==> images/closeup.png <==
Region (29, 49) to (69, 89) µm. Cells in gray, sequential cells in the stronger gray; small squares are vias.
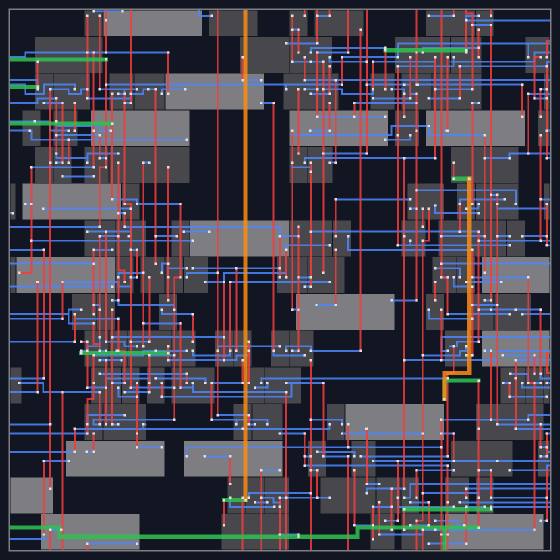
==> images/m2.png <==
Scale: 3 px per µm. Cells faint in the background.
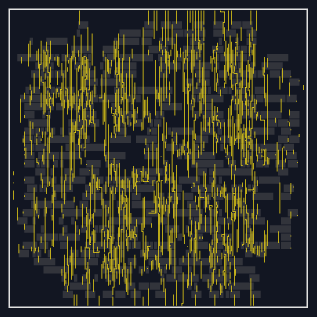
==> images/congestion_map.png <==
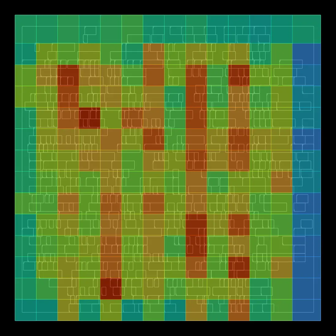
==> images/ff_map.png <==
Scale: 4 px per µm. Other sequential cells in the stronger gray, the rest of the logic in the fainter gray.
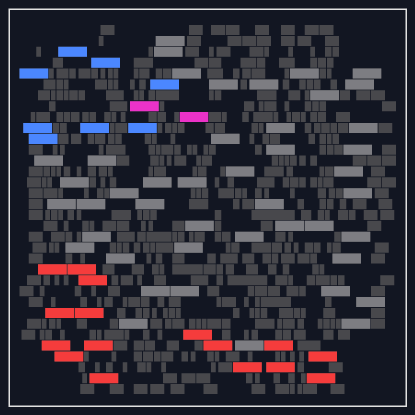
==> config.mk <==
export PLATFORM = sky130hd
export DESIGN_NAME = stream_pattern_tx
export DESIGN_NICKNAME = d
export VERILOG_FILES = /design/src/rtl/stream_pattern_tx.sv
export SDC_FILE = /design/constraint.sdc
export NUM_CORES = 1
export LEC_CHECK = 0
export CAP_MARGIN = 10
export CORE_MARGIN = 2
export CORE_UTILIZATION = 43
export CTS_CLUSTER_DIAMETER = 200
export DETAILED_ROUTE_END_ITERATION = 10
export PLACE_DENSITY_LB_ADDON = 0.08
export SYNTH_ARGS = -nofsm -noshare
export SYNTH_HDL_FRONTEND = slang
export SYNTH_SLANG_ARGS = --single-unit
==> constraint.sdc <==
create_clock -name clk -period 5.85 [get_ports clk]
set_clock_uncertainty 0.15 [all_clocks]
set_input_delay 1.17 -clock clk [delete_from_list [all_inputs] [get_ports clk]]
set_output_delay 1.17 -clock clk [all_outputs]
set_load 0.03 [all_outputs]
==> results.sh <==
# physical design summary
export IMPL_status="finished, final reports clean"
export IMPL_startpoint_type="input port"
export IMPL_design_seq_count=70
export IMPL_crit_slowest_cell="nand2_1"
export IMPL_mostFrequentLayoutCells="91 x nand2_1, 79 x clkdlybuf4s50_1, 70 x dfxtp_1"
export IMPL_comb_area_um2=2280
export IMPL_worst_setup_path_end_kind="flop"
export IMPL_clk_pin_slew_ps=70
export IMPL_criticalPathCategory="input port to flop"
export IMPL_p_int_mw=0.878
export IMPL_comb_share_pct=46.9
export IMPL_crit_path_frequent_cell="nand2_1"
export IMPL_drt_drc_violations_left=0
export IMPL_cts_root_buf="clkbuf_8"
export IMPL_placed_area_um2=4670
export IMPL_clkPwrFrac_pct=29.7
export IMPL_relSlewSlack_pct=35.5
export IMPL_final_clk_cell_share_pct=3.95
export IMPL_top_area_share_pct=36.2
export IMPL_ctsResizeCount=0
export IMPL_simple_gate_area_share_pct=28.1
export IMPL_synth_seq_cells=70
export IMPL_most_common_cell="nand2_1"
export IMPL_area_delta_synth_final_pct=25.9
export IMPL_synth_cell_types=58
export IMPL_r2r_slack_ps=2400
export IMPL_hold_slack_ps=334
export IMPL_crit_chain="clkdlybuf4s50_1 -> nand2_1 -> nand2_1 -> o21ai_0 -> a22oi_1 -> nor2_1"
export IMPL_die_h_um=98.9
export IMPL_dominant_cells="multi-input combinational cells"
export IMPL_met2_length_um=4430
export IMPL_ys_chip_area_um2=3870
export IMPL_row_count=34
export IMPL_nClkBuffers=13
export IMPL_yosys_area_share_xor_xnor_pct=5.40
export IMPL_ctsHtreeMaxLevel=3
export IMPL_crit_buf_inv=1
export IMPL_edf_count=0
export IMPL_total_power_mw=1.32
export IMPL_cp_top_family="simple AND/OR/NAND/NOR gates"
export IMPL_vias_per_cell=5.62
export IMPL_core_area_um2=8720
export IMPL_synth_area_leader_cell="dfxtp_1"
export IMPL_dr_wl_met3_um=514
export IMPL_syn_area_um2=3870
export IMPL_clock_power_mw=0.391
export IMPL_inverters=9
export IMPL_dp_cells=671
export IMPL_cts_buffers=9
export IMPL_nWellTaps=108
export IMPL_n_antenna_cell=0
export IMPL_maxSlewViolCount=0
export IMPL_detailed_place_hpwl_um=7140
export IMPL_rsz0062_at_grt="no"
export IMPL_ys_cells=516
export IMPL_grt_use_met3_pct=3.26
export IMPL_final_cells=688
export IMPL_hold_viol=0
export IMPL_clock_latency_ps=350
export IMPL_cts_tree="yes"
export IMPL_topCellsByArea="dfxtp_1 36%, a21oi_1 8.9%, nand2_1 8.8%"
export IMPL_cp_required_ps=5930
export IMPL_swShare_pct=33.3
export IMPL_grt_max_degree=35
export IMPL_mostFrequentLayoutCell="nand2_1"
export IMPL_stdcell_area_um2=4870
export IMPL_antenna_found_initial=0
export IMPL_final_setup_worst_slack_ps=2260
export IMPL_maxCapViolations=0
export IMPL_maxPowerGroup="registers"
export IMPL_cp_depth=6
export IMPL_dp_slack_ps=1830
export IMPL_gp_congestion=0.822
export IMPL_holdPathStages=2
export IMPL_grt_pass1_vias=3541
export IMPL_ff_type="dfxtp_1"
export IMPL_ios=80
export IMPL_use_met1_pct=30.0
export IMPL_max_freq_ghz=0.278
export IMPL_clkSinkCount=70
export IMPL_overflow=0
export IMPL_max_clock_path_buffers=2
export IMPL_synthMuxAreaShare_pct=0.517
export IMPL_cts_hold_buf=0
export IMPL_min_path_type="flop to flop"
export IMPL_synth_warnings=0
export IMPL_synth_avg_cell_area_um2=7.50
export IMPL_m1WireLength_um=5100
export IMPL_ys_sh_aoi_pct=23.7
export IMPL_fill_cells=830
export IMPL_p_sw_mw=0.438
export IMPL_dr_pass1_iters=4
export IMPL_combinationalPower_mw=0.361
export IMPL_dr_max_layer_used="met4"
export IMPL_post_cts_buffers=0
export IMPL_synthCells=516
export IMPL_nets=624
export IMPL_reg2reg_depth=9
export IMPL_buffer_area_share_pct=16.9
export IMPL_critPathMaxStageDelay_ps=960
export IMPL_drt_iter0_drc=143
export IMPL_buffers=83
export IMPL_die_w_um=98.9
export IMPL_comb_power_share_pct=27.4
export IMPL_yosysSeqAreaShare_pct=36.2
export IMPL_grt_pass1_wl_um=16900
export IMPL_layout_comb_gates_multi_input=402
export IMPL_synth_adder_area_share_pct=1.29
export IMPL_setup_tns_final_ps=0
export IMPL_worstMarginPinSlew_ps=965
export IMPL_leakagePower_nw=1.74
export IMPL_drive_above_1_share_pct=5.17
export IMPL_crit_arrival_ps=3680
export IMPL_vdd_drop_max_mv=0.130
export IMPL_tool_warnings=27
export IMPL_port_buffers=79
export IMPL_setup_viol=0
export IMPL_power_per_cell_area_nw_per_um2=270
export IMPL_synthTopCellsByCount="91 x nand2_1, 70 x dfxtp_1, 69 x a21oi_1, 48 x nor2_1, 28 x o21ai_0"
export IMPL_crit_fanout=29
export IMPL_final_antenna_net_count=0
export IMPL_period_minus_slack_ps=3590
export IMPL_period_used_pct=61.4
export IMPL_seq_power_share_pct=43.0
export IMPL_synth_nets=565
export IMPL_synth_comb_largest_family="simple AND/OR/NAND/NOR gates"
export IMPL_chipArea_um2=9770
export IMPL_async_reset_ff_share_pct=0
export IMPL_initCoreUtil_pct=44.4
export IMPL_routed_wl_um=10200
Notes on closeup.png above:
| layer | color |
|---|---|
| M4 | orange |
| M2 | red |
| M3 | green |
| M1 | blue |
sequential cells in the window: 16
most frequent: nor2_1 (22), dfxtp_1 (16), a21oi_1 (10)
cells with their middle in the window: 108

Notes on m2.png above:
wire length on this layer: 4430 µm
longest straight run: 38.1 µm
nets with wire on the layer: 488
main direction: vertical
total number of vias: 3866
met2 usage: 31.9%

Notes on congestion_map.png above:
mean routed wirelength per cell: 14.8 µm
Global Route Usage Sum: 21.0%
grt peak-use layer: met2
Core Util, Final: 55.9%

Notes on ff_map.png above:
| signal | color | flops |
|---|---|---|
| r_len | red | 16 |
| r_state | magenta | 2 |
| r_gap_cnt | blue | 8 |
not colored: 44
Seq area share: 28.8%
register area: 1400 µm²
sequential power: 0.566 mW

Power and IR drop assume default switching activity.
